--- src/rtl/m_div_unit.sv ---
// Radix-2 restoring divider for the M extension: DIV/DIVU/REM/REMU.
// Takes 32 CALC cycles plus one sign-fix cycle. Divide-by-zero and signed overflow finish in one cycle.
module m_div_unit #(
  parameter int XLEN = 32
) (
  input  logic            clk,
  input  logic            reset,
  input  logic            start,
  input  logic [2:0]      funct3,
  input  logic [XLEN-1:0] rs1,
  input  logic [XLEN-1:0] rs2,
  output logic            busy,
  output logic            done,
  output logic [XLEN-1:0] result
);

  typedef enum logic [1:0] {IDLE, CALC, FIX, DONE} state_t;

  localparam logic [XLEN-1:0] INT_MIN = {1'b1, {(XLEN-1){1'b0}}};

  state_t          state, state_next;
  logic [4:0]      count;
  logic [XLEN-1:0] rem_q, quo_q, dvsr_q;
  logic            neg_q, neg_r, sel_rem;

  logic            accept, is_signed, div_zero, overflow;
  logic [XLEN-1:0] abs1, abs2;
  logic [XLEN:0]   shifted, diff;

  assign accept    = (state == IDLE) && start && funct3[2];
  assign is_signed = ~funct3[0];
  assign div_zero  = (rs2 == '0);
  assign overflow  = is_signed && (rs1 == INT_MIN) && (rs2 == '1);
  assign abs1      = (is_signed && rs1[XLEN-1]) ? -rs1 : rs1;
  assign abs2      = (is_signed && rs2[XLEN-1]) ? -rs2 : rs2;

  // The shifted partial remainder can need XLEN+1 bits on unsigned operands,
  // so the trial subtraction runs one bit wider. Its sign bit selects restore.
  assign shifted   = {rem_q, quo_q[XLEN-1]};
  assign diff      = shifted - {1'b0, dvsr_q};

  assign busy = (state == CALC) || (state == FIX);
  assign done = (state == DONE);

  always_comb begin
    // NOTE: default first, so that no path through the case can infer a latch.
    state_next = state;
    case (state)
      IDLE: if (accept) state_next = (div_zero || overflow) ? DONE : CALC;
      CALC: if (count == 5'd0) state_next = FIX;
      FIX:  state_next = DONE;
      DONE: state_next = IDLE;
      default: state_next = IDLE;
    endcase
  end

  // NOTE: non-blocking assignments in clocked blocks keep every register
  // reading the values from before the edge, whatever the statement order.
  always_ff @(posedge clk) begin
    if (reset) state <= IDLE;
    else       state <= state_next;
  end

  always_ff @(posedge clk) begin
    if (reset) begin
      count   <= '0;
      rem_q   <= '0;
      quo_q   <= '0;
      dvsr_q  <= '0;
      neg_q   <= 1'b0;
      neg_r   <= 1'b0;
      sel_rem <= 1'b0;
      result  <= '0;
    end else begin
      case (state)
        IDLE: if (accept) begin
          sel_rem <= funct3[1];
          neg_q   <= is_signed && (rs1[XLEN-1] ^ rs2[XLEN-1]);
          neg_r   <= is_signed && rs1[XLEN-1];
          rem_q   <= '0;
          quo_q   <= abs1;
          dvsr_q  <= abs2;
          count   <= 5'd31;
          if (div_zero)      result <= funct3[1] ? rs1 : '1;
          else if (overflow) result <= funct3[1] ? '0 : INT_MIN;
        end
        CALC: begin
          rem_q <= diff[XLEN] ? shifted[XLEN-1:0] : diff[XLEN-1:0];
          quo_q <= {quo_q[XLEN-2:0], ~diff[XLEN]};
          count <= count - 5'd1;
        end
        FIX: begin
          if (sel_rem) result <= neg_r ? -rem_q : rem_q;
          else         result <= neg_q ? -quo_q : quo_q;
        end
        default: ;
      endcase
    end
  end

endmodule
--- config.mk ---
export PLATFORM = sky130hd
export DESIGN_NAME = m_div_unit
export DESIGN_NICKNAME = d
export VERILOG_FILES = /design/src/rtl/m_div_unit.sv
export SDC_FILE = /design/constraint.sdc
export NUM_CORES = 1
export LEC_CHECK = 0
export CAP_MARGIN = 10
export CELL_PAD_IN_SITES_DETAIL_PLACEMENT = 2
export CELL_PAD_IN_SITES_GLOBAL_PLACEMENT = 2
export CORE_MARGIN = 2
export CORE_UTILIZATION = 34
export CTS_CLUSTER_DIAMETER = 150
export DETAILED_ROUTE_END_ITERATION = 8
export PLACE_DENSITY = 0.79
export SLEW_MARGIN = 25
export SYNTH_ARGS = -nofsm -noshare
export SYNTH_HDL_FRONTEND = slang
export SYNTH_SLANG_ARGS = --single-unit
--- constraint.sdc ---
create_clock -name clk -period 3.8 [get_ports clk]
set_input_delay 0.76 -clock clk [delete_from_list [all_inputs] [get_ports clk]]
set_output_delay 0.76 -clock clk [all_outputs]
set_load 0.01 [all_outputs]
clock_nets.png
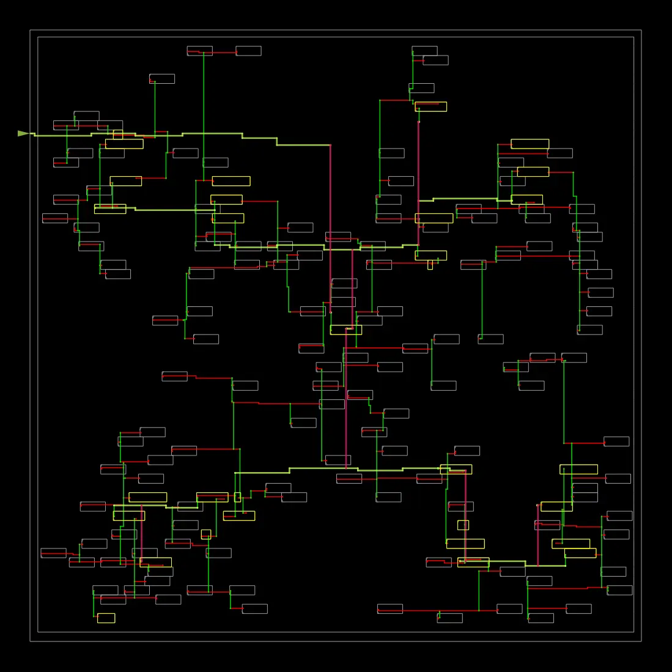
CTS Buf Count: 17
clk_skew: 0.01584 ns
clock buffers: 19
Clk. pwr: 2.09 mW
Seq cells: 138

class_map.png
(2 px per µm) Fill, decap, tap and diode cells in gray.
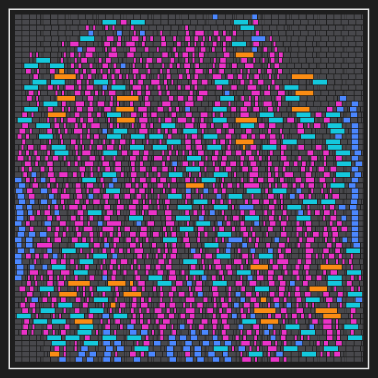
| class | color | cells | share of their area |
|---|---|---|---|
| remaining logic cells | magenta | 1119 | 59% |
| remaining buffers and delay cells | blue | 181 | 13% |
| clock drivers and dummy loads | orange | 31 | 5.7% |
| registers | cyan | 138 | 22% |

==> run_results.csv <==
group,metric,value,unit
setup_path,cp.arrival,3.83,ns
setup_path,r2r_cells,11,
routing,ant_nets,0,
setup_path,path_class,"flip-flop to flip-flop",
die,chipArea,0.03199,mm²
synthesis,fp_nets,1453,
run,max-cap-violations,0,
routing,dr_wl_met3,1.827,mm
clock_network,cts.sinks,138,
setup_path,crit_path_start,"rem_q[0]$_SDFFE_PP0P_",
setup_path,r2r_setup_slack,0.28,ns
synthesis,yosys_area,0.01039,mm²
global_route,grt_max_degree,65,
min_path,hp-start,"result[17]$_SDFFE_PP0P_",
synthesis,dominantRegCellSynth,"dfxtp_1",
setup_path,worstPathCellList,"inv_1, fa_1, nor2b_1, o2111ai_1, a31oi_2, o21ai_1, a211o_1, o211ai_1, buf_12, mux2i_1, o21ai_0",
setup_path,crit_cells,11,
finish,final_area,0.01294,mm²
clock_network,cts_tree,"yes",
synthesis,synth.distinct_cells,70,
clock_network,cts-root-buf,"clkbuf_16",
finish,nFillCells,3482,
die,die_w,178.9,µm
finish,diodes,0,
die,rows,64,
routing,drt_first_pass_iters,5,
place,port_buffers,103,
finish,drive_above_1_share,9.871,%
synthesis,ys_ff,138,
final_timing,rsz0062_at_grt,"false",
global_route,grt_pass1_wl,68.63,mm
min_path,hold_path.class,"flip-flop to flip-flop",
setup_path,cpPeakStageDelay,0.48,ns
die,coreArea,0.03035,mm²
clock_network,htree_levels,4,
setup_path,path_max_fanout,24,
synthesis,synth_cells,1338,
power,pwr_density_cell,474.9,mW/mm²
die,die_y,178.9,µm
final_timing,setup_tns,0,ns
final_timing,worst_pin_slew,0.9650,ns
setup_path,start_kind,"flip-flop",
routing,top_layer,"met4",
die,ioPinCount,104,
clock_network,path_clk_slew,0.07,ns
place,placed_area,0.01221,mm²
global_route,use_met1,35.27,%
setup_path,required,4.11,ns
outcome,status,"completed",
synthesis,synth.cell_area,0.01039,mm²
global_route,grt.overflow.total,0,
finish,area_growth_syn_to_layout,24.52,%
final_timing,period_minus_slack,3.523,ns
finish,final_core_util,42.65,%
routing,drc_errors,0,
place,placed_cells,1832,
final_timing,finalSetupViolations,0,
routing,routedWlPerCell,23.80,µm
run,warnings,32,
routing,viasPerCell,5.882,
synthesis,synthArstFlopShare,0,%
global_route,grt.total_usage,28.25,%
routing,wirelength,44.39,mm
synthesis,ys_seq_share,26.58,%
global_route,antenna_found_initial,0,
final_timing,holdWs,0.4774,ns
setup_path,slowest_stage,"fa_1",
clock_network,hold_buffers,0,
final_timing,fmax,283.8,MHz
synthesis,yosys_warnings,0,
final_timing,finalHoldViolCount,0,
finish,final_cell_count_no_fill,1865,
routing,via_count,10970,
power,ir_drop,0.3303,mV
routing,met1_length,19.61,mm
finish,nNetsFinal,1572,
synthesis,edf_count,0,
setup_path,endpoint_kind,"flip-flop",
global_route,busiest_layer,"met2",
global_route,use_met3,4.644,%
setup_path,r2r-start,"rem_q[0]$_SDFFE_PP0P_",
die,fp_util,34.25,%
pinout.png
(1.5 px per µm) Pins as bars across the die edge, other pins in gray.
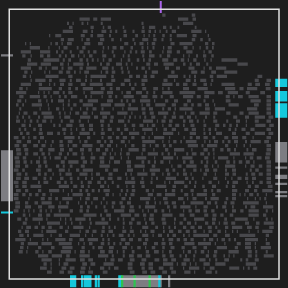
| port | color | pins | direction | edge |
|---|---|---|---|---|
| funct3 | green | 3 | input | bottom |
| result | cyan | 32 | output | 16 right, 15 bottom, 1 left |
| reset | purple | 1 | input | top |

clock_wires.png
(3 px per µm)
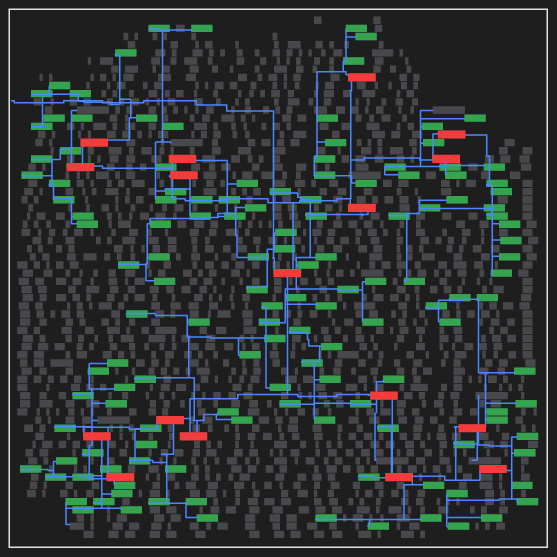
[clock wires] blue | length: 2430 µm
[flip-flops] green | count: 138
[clock-net drivers] red | count: 17
flops lie: spread over the die
routed clock nets: 18

where the power goes:
group,internal [mW],switching [mW],total (mW)
Combinational,0.852,1.41,2.26
Sequential,1.60,0.196,1.79
Clock,1.38,0.714,2.09
Yosys cell counts, types with 16 or more instances:
cell type,n,share of area (%)
nor3_1,16,0.77
xnor2_1,48,4.0
o31ai_1,30,2.2
mux2i_1,31,3.0
nand2_1,116,4.2
a211oi_1,46,3.3
ha_1,44,5.3
or4_1,18,1.3
clkbuf_1,64,2.3
nor2_1,120,4.3
o41ai_1,21,1.8
inv_1,59,2.1
o21ai_0,95,4.6
o211ai_1,20,1.4
nand3_1,25,1.2
xor2_1,93,7.8
a21oi_1,101,4.9
dfxtp_1,138,27
or3_1,18,1.1
sequential cells by signal, indices dropped and copies added, names as in the netlist:
register  count
sel_rem       1
neg_r         1
result       32
count         5
state         2
rem_q        32
dvsr_q       32
neg_q         1
quo_q        32
layout by cell type, fill, tap and decap left out, types with 10 or more instances in the layout:
master and instances:
nand4_1 13, o211ai_1 20, or4_1 18, xnor2_1 48, nand3_1 25, inv_1 59, a21o_1 15, nand2b_1 11
clkbuf_16 17, a31oi_1 10, nor3_1 16, buf_4 76, clkdlybuf4s50_1 102, a22o_1 13, a21oi_1 101, or3_1 18
o21ai_0 94, mux2i_1 31, o31ai_1 30, dfxtp_1 138, nor2_1 118, a221oi_1 11, o41ai_1 21, nand2_1 116
xor2_1 93, ha_1 44, a211oi_1 45
area by class of cell:
| class | count | area (µm²) | area share (%) |
|---|---|---|---|
| Clock buffer | 19 | 442.9 | 3.422 |
| Timing Repair Buffer | 181 | 1652 | 12.76 |
| Multi-Input combinational cell | 1058 | 7093 | 54.80 |
| Inverter | 61 | 229.0 | 1.769 |
| Sequential cell | 138 | 2763 | 21.34 |
| Tap cell | 396 | 495.5 | 3.828 |
| Clock inverter | 12 | 269.0 | 2.078 |
logic make-up after synthesis:
| group | Yosys count | share of synthesized area, % |
|---|---|---|
| xor gates and xnor gates | 141 | 11.88 |
| buffers and inverters | 142 | 5.392 |
| muxes | 31 | 2.985 |
| adders and majority gates | 45 | 5.489 |
| DFF | 138 | 26.58 |
| AOI/OAI and AO/OA | 446 | 28.89 |
| and+or+nand+nor | 395 | 18.79 |
path summary, 6_finish.rpt:
kind                                                 to
worst max-delay path             rem_q[15]$_SDFFE_PP0P_
worst min-delay path            result[17]$_SDFFE_PP0P_
worst max register to register   rem_q[15]$_SDFFE_PP0P_
worst min register to register  result[17]$_SDFFE_PP0P_
what timing repair did:
| item | 4_1_cts | 5_1_grt |
|---|---|---|
| gates resized | 0 | 3 |
| endpoints found under the hold margin | 0 | 0 |
| buffers inserted | 0 | 2 |
| setup endpoints to repair | 0 | 27 |
through the flow:
step / power, mW / setup slack (ns)
2_1_floorplan: 3.214 / 0.7525
3_3_place_gp: 3.943 / -0.03838
3_5_place_dp: 4.036 / -0.1617
4_1_cts: 6.161 / 0.1070
5_1_grt: 6.470 / 0.007663
6_report: 6.147 / 0.2769
Power and IR drop assume default switching activity.
